$ cat src/rtl/hs_req_responder.sv
// Responder end of the 4-phase req/ack handshake: synchronizes data_req, buffers words in a FIFO
// and streams them out as valid/ready. Optional sequence checker enabled by macro HS_SEQ_CHECK_EN.
module hs_req_responder #(
  parameter int DW      = 4,
  parameter int DEPTH   = 4,
  parameter int CNT_W   = 8,
  parameter int SEQ_MOD = 8
) (
  input  logic             clk_b,
  input  logic             rst,
  input  logic             data_req,
  input  logic [DW-1:0]    data,
  output logic             data_ack,
  output logic             out_valid,
  output logic [DW-1:0]    out_data,
  input  logic             out_ready,
  output logic [CNT_W-1:0] xfer_cnt
`ifdef HS_SEQ_CHECK_EN
  ,
  output logic             seq_err
`endif
);

  localparam int AW = (DEPTH > 1) ? $clog2(DEPTH) : 1;
  localparam int CW = AW + 1;

  if (DEPTH < 2 || (DEPTH & (DEPTH - 1)) != 0 || SEQ_MOD < 1) begin : g_bad_param
    $error("hs_req_responder: DEPTH must be a power of 2 >= 2 and SEQ_MOD >= 1");
  end

  typedef enum logic [1:0] {
    IDLE  = 2'd0,
    STALL = 2'd1,
    ACK   = 2'd2
  } state_t;

  state_t             state_q, state_d;
  logic               req_s1_q, req_s_q;
  logic               ack_q, ack_d;
  logic               valid_q, valid_d;
  logic [DW-1:0]      odata_q, odata_d;
  logic [DW-1:0]      mem_q [DEPTH];
  logic [DW-1:0]      mem_d [DEPTH];
  logic [AW-1:0]      wr_q, wr_d, rd_q, rd_d;
  logic [CW-1:0]      cnt_q, cnt_d;
  logic [CNT_W-1:0]   xfer_q, xfer_d;
  logic               capture_s, pop_s, not_full_s;
`ifdef HS_SEQ_CHECK_EN
  logic [DW-1:0]      exp_q, exp_d;
  logic               err_q, err_d;
`endif

  always_comb begin
    state_d    = state_q;
    ack_d      = ack_q;
    wr_d       = wr_q;
    rd_d       = rd_q;
    xfer_d     = xfer_q;
    mem_d      = mem_q;
    capture_s  = 1'b0;
    // Full test uses the registered count, so a same-cycle pop cannot enable a capture.
    not_full_s = (cnt_q < CW'(DEPTH));
    pop_s      = valid_q & out_ready;
    case (state_q)
      IDLE: begin
        if (req_s_q && not_full_s) begin
          capture_s = 1'b1;
          ack_d     = 1'b1;
          state_d   = ACK;
        end else if (req_s_q) begin
          state_d = STALL;
        end else begin
          state_d = IDLE;
        end
      end
      STALL: begin
        if (not_full_s) begin
          capture_s = 1'b1;
          ack_d     = 1'b1;
          state_d   = ACK;
        end else begin
          ack_d = 1'b0;
        end
      end
      ACK: begin
        if (!req_s_q) begin
          ack_d   = 1'b0;
          state_d = IDLE;
        end else begin
          ack_d = 1'b1;
        end
      end
      default: begin
        ack_d   = 1'b0;
        state_d = IDLE;
      end
    endcase
    if (capture_s) begin
      mem_d[wr_q] = data;
      wr_d        = wr_q + AW'(1);
      xfer_d      = xfer_q + CNT_W'(1);
    end else begin
      wr_d = wr_q;
    end
    if (pop_s) begin
      rd_d = rd_q + AW'(1);
    end else begin
      rd_d = rd_q;
    end
    cnt_d   = cnt_q + CW'(capture_s) - CW'(pop_s);
    valid_d = (cnt_d != CW'(0));
    odata_d = mem_d[rd_d];
`ifdef HS_SEQ_CHECK_EN
    exp_d = exp_q;
    err_d = err_q;
    if (capture_s) begin
      if (data != exp_q) begin
        err_d = 1'b1;
      end else begin
        err_d = err_q;
      end
      exp_d = DW'((32'(data) + 32'd1) % 32'(SEQ_MOD));
    end else begin
      exp_d = exp_q;
    end
`endif
  end

  always_ff @(posedge clk_b or posedge rst) begin
    if (rst) begin
      state_q  <= IDLE;
      req_s1_q <= 1'b0;
      req_s_q  <= 1'b0;
      ack_q    <= 1'b0;
      valid_q  <= 1'b0;
      odata_q  <= '0;
      wr_q     <= '0;
      rd_q     <= '0;
      cnt_q    <= '0;
      xfer_q   <= '0;
      for (int i = 0; i < DEPTH; i++) begin
        mem_q[i] <= '0;
      end
`ifdef HS_SEQ_CHECK_EN
      exp_q    <= '0;
      err_q    <= 1'b0;
`endif
    end else begin
      state_q  <= state_d;
      req_s1_q <= data_req;
      req_s_q  <= req_s1_q;
      ack_q    <= ack_d;
      valid_q  <= valid_d;
      odata_q  <= odata_d;
      wr_q     <= wr_d;
      rd_q     <= rd_d;
      cnt_q    <= cnt_d;
      xfer_q   <= xfer_d;
      mem_q    <= mem_d;
`ifdef HS_SEQ_CHECK_EN
      exp_q    <= exp_d;
      err_q    <= err_d;
`endif
    end
  end

  assign data_ack  = ack_q;
  assign out_valid = valid_q;
  assign out_data  = odata_q;
  assign xfer_cnt  = xfer_q;
`ifdef HS_SEQ_CHECK_EN
  assign seq_err   = err_q;
`endif

endmodule
$ cat config.mk
export PLATFORM = sky130hd
export DESIGN_NAME = hs_req_responder
export DESIGN_NICKNAME = d
export VERILOG_FILES = /design/src/rtl/hs_req_responder.sv
export SDC_FILE = /design/constraint.sdc
export NUM_CORES = 1
export LEC_CHECK = 0
export CAP_MARGIN = 20
export CORE_UTILIZATION = 35
export DETAILED_ROUTE_END_ITERATION = 12
export GPL_ROUTABILITY_DRIVEN = 0
export GPL_TIMING_DRIVEN = 1
export SYNTH_ARGS = -nofsm -noshare
export SYNTH_HDL_FRONTEND = slang
export SYNTH_SLANG_ARGS = --single-unit
$ cat constraint.sdc
create_clock -name clk_b -period 2.4 [get_ports clk_b]
set_input_delay 0.6 -clock clk_b [delete_from_list [all_inputs] [get_ports clk_b]]
set_output_delay 0.6 -clock clk_b [all_outputs]
set_load 0.02 [all_outputs]
==> GITHUB_STEP_SUMMARY, run 1 <==
### Yosys + OpenROAD results

| Metric | Value |
|---|---|
| Status | completed |
| HP Class | register to register |
| CP max stage cell | dfrtp_1 |
| Max FFs per register | 16 |
| Synth Net Count | 164 |
| Cell seen most often among critical-path stages | ha_4 |
| Clk sinks | 41 |
| 1st-pass router iterations | 4 |
| CTS tree | done |
| CLK BUF | 7 |
| Worst Setup End Kind | register |
| Syn Std Cell Area | 1850 um^2 |
| Worst Hold Launch | req_s1_q$_DFF_PP0_ |
| Comb pwr share | 46.1% |
| CP peak stage delay | 410 ps |
| Worst hold margin | 356 ps |
| Worst slew pin tran | 504 ps |
| Flop share of the area | 43.6% |
| Final hold vios | 0 |
| Dominant combinational family | multiplexers |
| Fin util | 46.1% |
| M1 wire length | 1.51 mm |
| Tool warnings | 30 |
| TAP cells | 70 |
| ANT cells | 0 |
| Placed Instance Area | 2170 um^2 |
| Clk buf depth | 2 |
| Multi-In Gates | 86 |
| Chip Area | 5590 um^2 |
| Top cells excl fill/tap | dfrtp_1 (41), clkdlybuf4s50_1 (20), inv_1 (15) |
| Layout Cells excl Fill | 252 |
| GR Layer Usage met3 | 5.09% |
| XORs/XNORs by Area | 5.68% |
| Combinational share of cell area | 33.7% |
| Worst Path Required | 2570 ps |
| CP startpoint kind | register |
| CP Depth | 10 |
| Most frequent cell after synthesis | dfrtp_1 |
| Hold bufs inserted after CTS | 0 |
| Buffering overhead | 11.9% |
| Max_slew headroom | 66.4% |
| Setup Buffers After CTS | 0 |
| Vias in the first global route | 1253 |
| Hold path cells | 0 |
| Register area | 1030 um^2 |
| Most Crowded Layer GR | met2 |
| Yosys simple share | 9.73% |
| Top cell category | registers |
| Grt total ovfl | 0 |
| Leak pwr | 1.03 nW |
| Drc violations | 0 |
| GRT met1 Usage | 16.7% |
| Mux area share | 10.9% |
| Synth cell count leaders | dfrtp_1 (41), inv_1 (17), xnor2_1 (11) |
| R2r endpoint | out_valid$_DFF_PP0_ |
| Place WS | -308 ps |
| Cells after Synth | 148 |
| Seq cells | 41 |
| Yosys aoi share | 7.77% |
| Clock transition at path regs | 80 ps |
| Fin crit share | 98.3% |
| Net Sw Power | 1.14 mW |
| Sequential area share after synthesis | 55.4% |
| P&R area growth vs syn | 27.1% |
| Share of total power in sequential cells | 38.5% |
| Reg2Reg Launch Point | state_q[1]$_DFFE_PP0P_ |
| Power Clock | 485 uW |
| DR vias | 1193 |
| Fa+ha+maj area frac | 5.81% |
| Num rows | 26 |
| Hpwl dp | 2.54 mm |
| Synth flops | 41 |
| Final total power | 3.15 mW |
| Layout Skew | 6.98 ps |
| Synth warnings | 0 |
| Nets | 197 |
| First DRT Iteration DRCs | 73 |
| Final Cell Area | 2350 um^2 |
| CP Capture Point | out_valid$_DFF_PP0_ |
| Total Neg Setup Slack | 0 ps |
| Synth area leaders | dfrtp_1 (55%), mux2_2 (5.5%), mux2i_1 (5.4%) |
| Post-DRT Antenna Nets | 0 |
| Final setup violation count | 0 |
| Ys async rst share | 100% |
| DR top layer | met4 |
| Post-synth cell types | 31 |
| Dominant Register Cell | dfrtp_1 |
| Seq pwr | 1.22 mW |
| WL met2 | 1.71 mm |
| Crit-path cells | o21bai_4 > nor2_4 > inv_2 > ha_4 > inv_4 > ha_4 > fa_2 > xnor2_2 > xnor2_1 > or3_1 |
| Non-clk bufs | 30 |
| Max Cap Viol | 0 |
| GRT Util Overall | 14.4% |
| Crit path DAT | 2530 ps |
| Critical path startpoint | state_q[1]$_DFFE_PP0P_ |
| Chip Area, Yosys | 1850 um^2 |
Run 1, supply network:
The bar under the picture is 20 um long. Pins as bars on the die edge.
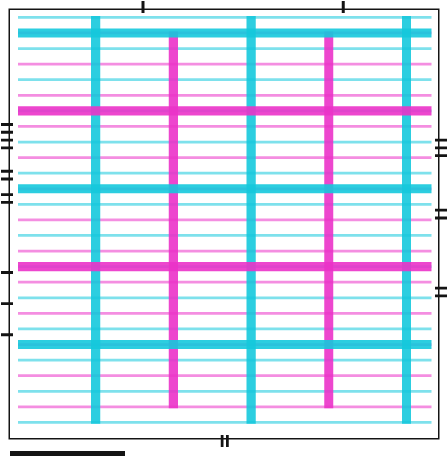
legend:
  magenta:
    net: VDD
  cyan:
    net: VSS
met5 straps: 5
rows: 26
Die X-Extent: 74.7 um
Core ar.: 5110 um^2
Die Ht: 74.7 um
Peak VDD IR: 0.000548 V

Run 1, cell classes on the final placement:
The bar under the picture is 20 um long.
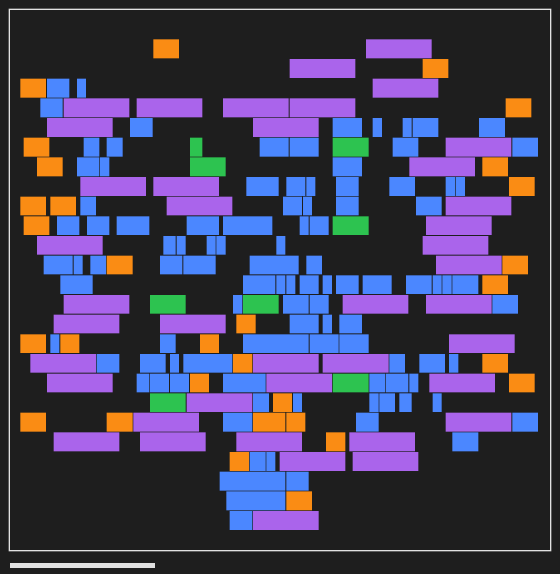
legend:
  orange:
    class: remaining buffers and delay cells
    cells: 30
    share_of_their_area: 12%
  purple:
    class: sequential cells
    cells: 41
    share_of_their_area: 45%
  green:
    class: clock drivers and dummy loads
    cells: 8
    share_of_their_area: 4.5%
  blue:
    class: combinational and other logic
    cells: 103
    share_of_their_area: 38%

Run 1, clock wires, drivers and flops:
The bar under the picture is 20 um long.
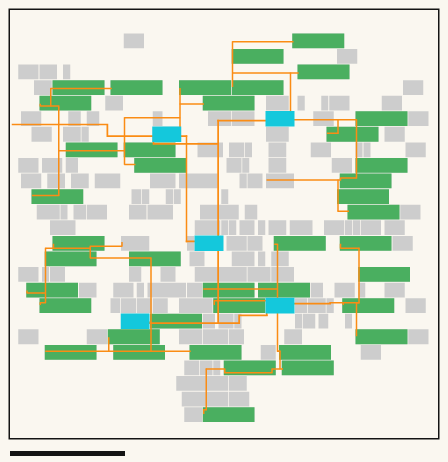
legend:
  cyan:
    item: clock drivers
    count: 5
  orange:
    item: clock wires
    length: 499 um
  green:
    item: flip-flops
    count: 41
routed clock nets: 6
flops lie: spread over the die

==> run 1 -> run 2 <==
TNS_END_PERCENT = 20   (was unset)
Run 2, supply network:
The bar under the picture is 20 um long. Pins as bars on the die edge.
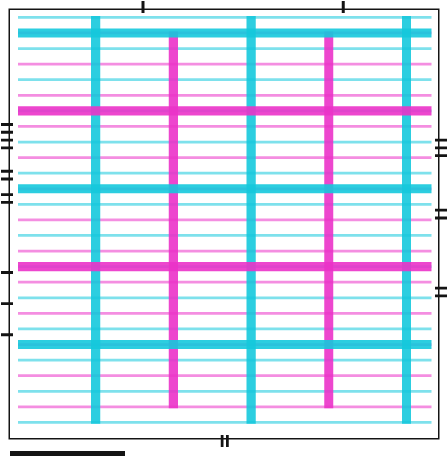
legend:
  cyan:
    net: VSS
  magenta:
    net: VDD
rows: 26
met1 rails: 27

Run 2, clock wires, drivers and flops:
The bar under the picture is 20 um long.
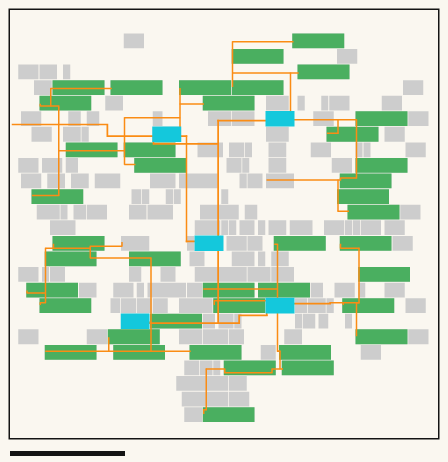
legend:
  green:
    item: flip-flops
    count: 41
  orange:
    item: clock wires
    length: 499 um
  cyan:
    item: clock drivers
    count: 5
routed clock nets: 6

==> run 2 against run 1 <==
  * Flip-flop count did not move
  * Synthesized cell count is the same
  * Setup slack stayed put
  * Critical path depth is the same
  * Clock skew did not move
  * Utilization unchanged
  * Non-clock buffer count unchanged
  * First-iteration DRC count stayed put
  * Critical endpoint unchanged
  * Largest cell class unchanged
  * Highest routed layer unchanged
==> GITHUB_STEP_SUMMARY, run 2 <==
### Yosys + OpenROAD results

| Metric | Value |
|---|---|
| TAP cells | 70 |
| Synth area leaders | dfrtp_1 (55%), mux2_2 (5.5%), mux2i_1 (5.4%) |
| Peak VDD IR | 0.000548 V |
| Placed Instance Area | 2170 um^2 |
| Top cells excl fill/tap | dfrtp_1 (41), clkdlybuf4s50_1 (20), inv_1 (15) |
| Hold bufs inserted after CTS | 0 |
| 1st-pass router iterations | 4 |
| CP max stage cell | dfrtp_1 |
| CLK BUF | 7 |
| Final Cell Area | 2350 um^2 |
| CP Depth | 10 |
| Hpwl dp | 2.54 mm |
| Layout Skew | 6.98 ps |
| Most frequent cell after synthesis | dfrtp_1 |
| Reg2Reg Launch Point | state_q[1]$_DFFE_PP0P_ |
| Worst Path Required | 2570 ps |
| Fin crit share | 98.3% |
| Worst Hold Launch | req_s1_q$_DFF_PP0_ |
| Most Crowded Layer GR | met2 |
| Synth cell count leaders | dfrtp_1 (41), inv_1 (17), xnor2_1 (11) |
| Drc violations | 0 |
| Syn Std Cell Area | 1850 um^2 |
| Synth flops | 41 |
| Clk sinks | 41 |
| DR top layer | met4 |
| Dominant combinational family | multiplexers |
| Num rows | 26 |
| Final total power | 3.15 mW |
| Non-clk bufs | 30 |
| CP startpoint kind | register |
| Share of total power in sequential cells | 38.5% |
| Multi-In Gates | 86 |
| Top cell category | registers |
| Layout clock area frac | 4.31% |
| Leak pwr | 1.03 nW |
| Setup Buffers After CTS | 0 |
| Buffering overhead | 11.9% |
| Cell seen most often among critical-path stages | ha_4 |
| Max Cap Viol | 0 |
| Fin util | 46.1% |
| Tool warnings | 30 |
| Clock transition at path regs | 80 ps |
| Combinational share of cell area | 33.7% |
| R2r endpoint | out_valid$_DFF_PP0_ |
| Register area | 1030 um^2 |
| CP peak stage delay | 410 ps |
| HP Class | register to register |
| Critical path startpoint | state_q[1]$_DFFE_PP0P_ |
| Total Neg Setup Slack | 0 ps |
| Comb pwr share | 46.1% |
| Seq cells | 41 |
| Clk buf depth | 2 |
| Vias in the first global route | 1253 |
| DR vias | 1193 |
| Fa+ha+maj area frac | 5.81% |
| Die Ht | 74.7 um |
| GRT met1 Usage | 16.7% |
| Status | completed |
| XORs/XNORs by Area | 5.68% |
| Worst hold margin | 356 ps |
| Chip Area | 5590 um^2 |
| Flop share of the area | 43.6% |
| Core ar. | 5110 um^2 |
| CTS tree | done |
| M1 wire length | 1.51 mm |
| Hold path cells | 0 |
| Max FFs per register | 16 |
| Net Sw Power | 1.14 mW |
| P&R area growth vs syn | 27.1% |
| Sequential area share after synthesis | 55.4% |
| Chip Area, Yosys | 1850 um^2 |
| Yosys simple share | 9.73% |
| Max_slew headroom | 66.4% |
| Post-synth cell types | 31 |
| Crit-path cells | o21bai_4 > nor2_4 > inv_2 > ha_4 > inv_4 > ha_4 > fa_2 > xnor2_2 > xnor2_1 > or3_1 |
| GRT Util Overall | 14.4% |
| Mux area share | 10.9% |
| Nets | 197 |
| ANT cells | 0 |
| GR Layer Usage met3 | 5.09% |
| Worst slew pin tran | 504 ps |
| Power Clock | 485 uW |
| Final setup violation count | 0 |
| Seq pwr | 1.22 mW |
| Crit path DAT | 2530 ps |
| Clock latency on the worst-skew pair | 290 ps |
| Dominant Register Cell | dfrtp_1 |
| Ys async rst share | 100% |
| First DRT Iteration DRCs | 73 |
Power and IR drop assume default switching activity.
